Figure 1. PDN straps and rails (run 1).
Drawn at 6 px/micron. Pins as bars on the die edge.
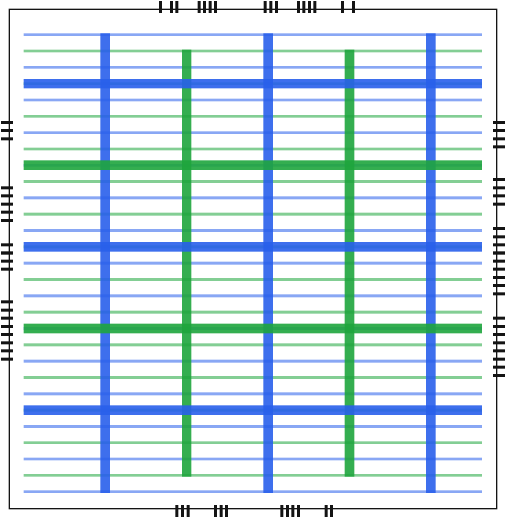
Figure 2. Cells by drive strength (run 1).
Drawn at 3 px/micron.
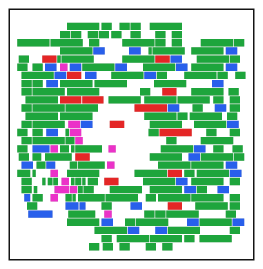
Figure 3. Placed standard cells (run 1).
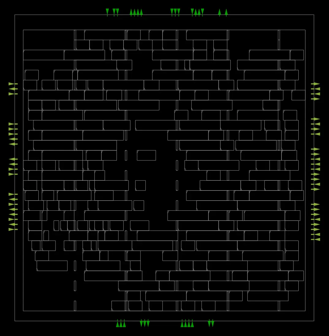
==> config.mk <==
export PLATFORM = sky130hd
export DESIGN_NAME = fifo_pop_stage
export DESIGN_NICKNAME = d
export VERILOG_FILES = /design/src/rtl/fifo_pop_stage.sv
export SDC_FILE = /design/constraint.sdc
export NUM_CORES = 1
export LEC_CHECK = 0
export CORE_AREA = 2 2 79 81
export DETAILED_ROUTE_END_ITERATION = 8
export DIE_AREA = 0 0 81 83
export PLACE_DENSITY = 0.77
export SLEW_MARGIN = 20
export SYNTH_ARGS = -nofsm -noshare
export SYNTH_HDL_FRONTEND = slang
export SYNTH_SLANG_ARGS = --single-unit
==> constraint.sdc <==
create_clock -name clk -period 3.35 [get_ports clk]
set_clock_uncertainty 0.2 [all_clocks]
set_input_delay 0.67 -clock clk [delete_from_list [all_inputs] [get_ports clk]]
set_output_delay 0.67 -clock clk [all_outputs]
set_load 0.01 [all_outputs]
==> reports/qor.csv, run 1 <==
stage;metric;value;unit
clock_network;clock slew at reported path FFs;70;ps
power;total power;1.80;mW
layout;Comb gates;59;
synthesis;mapped cell area;0.00265;sq mm
clock_network;CTS Buf Count;9;
grt;GR met2 Demand/Resource;24.0;%
synthesis;cell taking the most area after synthesis;edfxtp_1;
sta;Final Cycle Share;90.9;%
flow_run;Log Warnings;26;
synthesis;mux frac, synth;14.4;%
place;DP HPWL;3.00;mm
detailed_routing;metal2 WL;2.31;mm
synthesis;number of synthesized flops with an enable pin;64;
synthesis;and+or+nand+nor area frac;4.34;%
worst_setup_path;R2R Setup Slk;1480;ps
detailed_routing;Top Metal Used;met4;
place;pre-CTS WS;-285;ps
clock_network;# clock sinks;69;
worst_setup_path;critical path buffer and inverter count;3;
worst_setup_path;WP data arrival;2170;ps
detailed_routing;Vias;1444;
synthesis;most frequent cells after synthesis;64 x edfxtp_1, 32 x mux2_2, 7 x nor2_1;
grt;met3 Use GR;4.67;%
synthesis;Synth cell types;22;
layout;Seq/total area;54.4;%
synthesis;top cells by area;edfxtp_1 73%, mux2_2 14%, dfrtp_1 4.7%, buf_6 1.3%, nor2_1 0.99%;
synthesis;Mapped Cells;134;
grt;Total GRT Usage;14.7;%
layout;Biggest Area Class;registers;
clock_network;post-CTS setup repair buffer count;0;
synthesis;ao+oa area frac;0.567;%
worst_setup_path;stages on the worst setup path;8;
sta;Final setup viols;0;
layout;Inverters excl. clock;2;
detailed_routing;initial drt markers;90;
sta;pins over their slew limit;0;
clock_network;CTS tree;done;
detailed_routing;drc violations;0;
place;IO buf count;72;
synthesis;Seq/Total Area, Yosys;77.2;%
sta;Max Fclk;328;MHz
floorplan;chip area;0.00672;sq mm
layout;non-filler cells, final;302;
min_path;worst min path class;in -> async;
power;Pleak;1.28;nW
grt;gr busiest metal;met2;
layout;layout cells sized above 1;28.6;%
synthesis;Synth Area in XOR/XNOR;0.992;%
layout;clkbuf count;9;
floorplan;Pre-Place Util;45.6;%
synthesis;Synth Area in Adders;0.755;%
synthesis;ys cells;134;
clock_network;Root Buffer;clkbuf_8;
worst_setup_path;depth of the worst register-to-register path;5;
synthesis;FF+latch count, synth;69;
synthesis;Synth logic family;multiplexers;
synthesis;Max-area cell share;72.5;%
power;PD cells;479;mW/mm^2
worst_setup_path;crit path launch type;input port;
detailed_routing;total wire length;4.58;mm
grt;vias in the first global route;1557;
worst_setup_path;CP max-delay cell;fa_2;
worst_setup_path;CP max FO;3;
sta;Worst Hold Slack;340;ps
synthesis;YS chip area;0.00265;sq mm
layout;logic share of the area;15.5;%
place;Final GP Congestion;0.719;
floorplan;Top Ports;73;
layout;Non-clock buffer share;21.7;%
synthesis;top_reg_cell synth;edfxtp_1;
worst_setup_path;Required @ worst endpoint;2480;ps
detailed_routing;DRT Pass-1 Iters;4;
grt;first-pass GRT wire length;7.32;mm
run_status;status;finished clean;
synthesis;Ys Warns;0;
sta;Max-slew headroom;78.7;%
worst_setup_path;Cell Chain, Critical Path;dlymetal6s2s_1 -> buf_4 -> nor2b_4 -> o21ai_1 -> fa_2 -> xnor2_2 -> and4_1 -> clkdlybuf4s15_2;
grt;remaining global-route overflow;0;
clock_network;Clock Path Buffers;2;
## Picture notes: Figure 1
[green] VDD
[blue] VSS
met5 straps: 5
rows: 28
CORE AREA: 0.00582 sq mm
peak supply drop: 322 uV
width of the die: 81 microns
Die H: 83 microns

## Picture notes: Figure 2
[blue] x2 | cells: 39 | share: 17% | most used: mux2_2
[red] x6 and larger | cells: 13 | share: 5.7% | most used: clkbuf_8
[green] x1 and smaller | cells: 162 | share: 71% | most used: clkdlybuf4s50_1
[magenta] x3 and x4 | cells: 13 | share: 5.7% | most used: buf_4
nonclk buf count: 81
Final WS setup: 305 ps
post-route cell area: 0.00376 sq mm
Layout area overhead: 41.9%

## Picture notes: Figure 3
Final Core Density: 64.7%
FP Rows: 28
fill count: 415
n_taps: 75
FF+latch count: 69

[run 1: timing repair]
item | CTS | global route
pin swaps | 1 | 1
endpoints found under the setup margin | 1 | 1
resized | 4 | 3
hold buffers | 0 | 0
[run 1: placed cells by master (no fill, tap or decap), types with 2 or more instances in the layout]
master           synthesis  routed
clkdlybuf4s50_1          0      70
edfxtp_1                64      64
mux2_2                  32      32
clkbuf_8                 0       9
buf_4                    0       7
nor2_1                   7       5
dfrtp_1                  5       5
clkinvlp_4               0       3
or2_2                    2       2
mux2i_1                  2       2
inv_1                    2       2
and4_1                   2       2
nor2_4                   0       2
bufinv_16                0       2
clkinv_1                 0       2
buf_12                   0       2
[run 1: where the power goes]
part / switching, mW / internal, mW
clock: 0.299 / 0.413
sequential: 0.00504 / 0.954
combinational: 0.0461 / 0.0835
total: 0.350 / 1.45
Figure 4. Signal metal coverage by tile (run 1).
Drawn at 4 px/micron. 16 x 17 tiles, from dark purple (low) to yellow (high), scaled to the fullest tile. Values are wire area over tile area, all layers added.
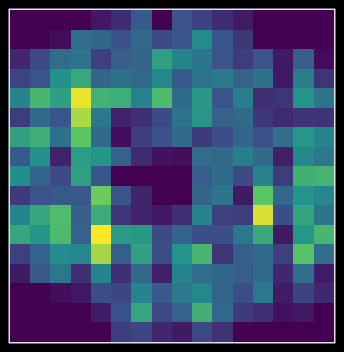

==> inputs of run 2 (changes only) <==
--- a/config.mk
+++ b/config.mk
@@ -5,10 +5,10 @@
 export SDC_FILE = /design/constraint.sdc
 export NUM_CORES = 1
 export LEC_CHECK = 0
-export CORE_AREA = 2 2 79 81
+export CORE_AREA = 2 2 106 108
 export DETAILED_ROUTE_END_ITERATION = 8
-export DIE_AREA = 0 0 81 83
-export PLACE_DENSITY = 0.77
+export DIE_AREA = 0 0 108 110
+export PLACE_DENSITY = 0.48
 export SLEW_MARGIN = 20
 export SYNTH_ARGS = -nofsm -noshare
 export SYNTH_HDL_FRONTEND = slang
Figure 5. Signal metal coverage by tile (run 2).
Drawn at 3 px/micron. 22 x 22 tiles, from dark purple (low) to yellow (high), scaled to the fullest tile. Values are wire area over tile area, all layers added.
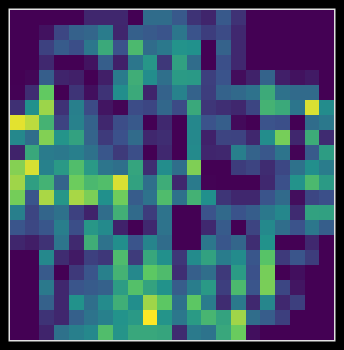
fullest tile: 0.24
mean over tiles: 0.068
emptiest ninth of the die: upper right
Avg WL per Cell: 13.9 microns
total wire length: 5.13 mm

==> reports/qor.csv, run 2 <==
stage;metric;value;unit
run_status;status;finished clean;
min_path;worst min path class;in -> async;
worst_setup_path;CP max FO;4;
power;PD cells;453;mW/mm^2
synthesis;Ys Warns;0;
synthesis;top_reg_cell synth;edfxtp_1;
power;Internal Pwr Total;1.37;mW
layout;Final Core Density;35.7;%
synthesis;ys cells;134;
detailed_routing;metal2 WL;2.41;mm
clock_network;Root Buffer;clkbuf_8;
synthesis;YS chip area;0.00265;sq mm
power;Switching Share;20.6;%
layout;Commonest Layout Cell;clkdlybuf4s50_1;
synthesis;mapped cell area;0.00265;sq mm
worst_setup_path;crit path launch type;input port;
worst_setup_path;stages on the worst setup path;6;
grt;remaining global-route overflow;0;
detailed_routing;Top Metal Used;met4;
worst_setup_path;Cell Chain, Critical Path;clkdlybuf4s15_2 -> and2b_2 -> o21ai_0 -> fa_1 -> and4_1 -> dlymetal6s2s_1;
floorplan;width of the die;108;microns
clock_network;post-CTS sizing;5;
layout;Top cells excl fill/tap;70 x clkdlybuf4s50_1, 64 x edfxtp_1, 32 x mux2_2;
synthesis;and+or+nand+nor area frac;4.34;%
synthesis;number of synthesized flops with an enable pin;64;
synthesis;Synth logic family;multiplexers;
synthesis;Seq/Total Area, Yosys;77.2;%
power;Logic pwr share;7.5;%
worst_setup_path;CP max-delay cell;fa_1;
worst_setup_path;critical path buffer and inverter count;2;
floorplan;Top Ports;73;
sta;Max Fclk;336;MHz
worst_setup_path;Required @ worst endpoint;2480;ps
clock_network;CTS Buf Count;9;
power;Pleak;1.28;nW
synthesis;mux frac, synth;14.4;%
floorplan;FP Rows;38;
synthesis;FF+latch count, synth;69;
synthesis;ao+oa area frac;0.567;%
flow_run;Log Warnings;26;
place;Final GP Congestion;0.717;
worst_setup_path;WP data arrival;2110;ps
power;Psw;0.357;mW
sta;Final Cycle Share;88.8;%
sta;pins over their slew limit;0;
synthesis;Max-area cell share;72.5;%
floorplan;Pre-Place Util;24.8;%
clock_network;post-CTS setup repair buffer count;0;
detailed_routing;initial drt markers;40;
power;peak supply drop;132;uV
synthesis;Synth Area in XOR/XNOR;0.992;%
detailed_routing;Vias;1445;
sta;Worst Hold Slack;343;ps
sta;Max-slew headroom;70.7;%
synthesis;Synth Area in Adders;0.755;%
power;total power;1.73;mW
sta;Final WS setup;374;ps
detailed_routing;drc violations;0;
place;DP HPWL;3.40;mm
clock_network;cts hold-fix bufs;0;
layout;post-route cell area;0.00382;sq mm
synthesis;most frequent cells after synthesis;64 x edfxtp_1, 32 x mux2_2, 7 x nor2_1;
grt;Total GRT Usage;9.54;%
power;Reg power frac;55.4;%
sta;Final setup viols;0;
floorplan;chip area;0.0119;sq mm
layout;Layout area overhead;44.2;%
worst_setup_path;R2R Setup Slk;1490;ps
Figure 6. Close-up of the layout (run 2).
Window x 29 to 79, y 52 to 102 microns. Cells in grey, sequential cells in the stronger grey; small squares are vias.
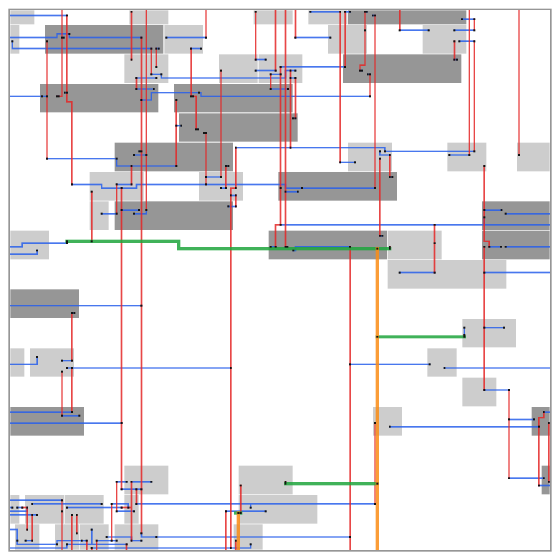
[red] M2
[green] M3
[orange] M4
[blue] M1
sequential cells in the window: 13
most frequent: edfxtp_1 (13), mux2_2 (6)
cells with their middle in the window: 44

==> run 2: cell counts after synthesis <==
No cell type changed its count.
==> run 2: power groups by stage <==
stage | sequential, mW | combinational, mW | clock, mW
floorplan | 0.977 | 0.0435 | 0
global placement | 0.977 | 0.131 | 0
detailed placement | 0.977 | 0.132 | 0
CTS | 0.958 | 0.132 | 0.673
global route | 0.960 | 0.140 | 0.707
finish | 0.959 | 0.129 | 0.643
==> run 2: per-layer routing <==
metal  vias up  track usage [%]
met2        42             14.7
met4         0             5.22
li1        687                -
met3         6             3.88
met1       710             11.4
met5         -                0
==> run 2: layout make-up <==
type	instances	area, sq um
clock buffer	9	124
clock inverter	7	66.3
fill	1048	6880
inverter	2	7.51
multi-input combinational	59	576
sequential	69	2050
tap	140	175
timing repair buffer	82	825
No activity file was given, so power comes from the tool's default toggle rates.
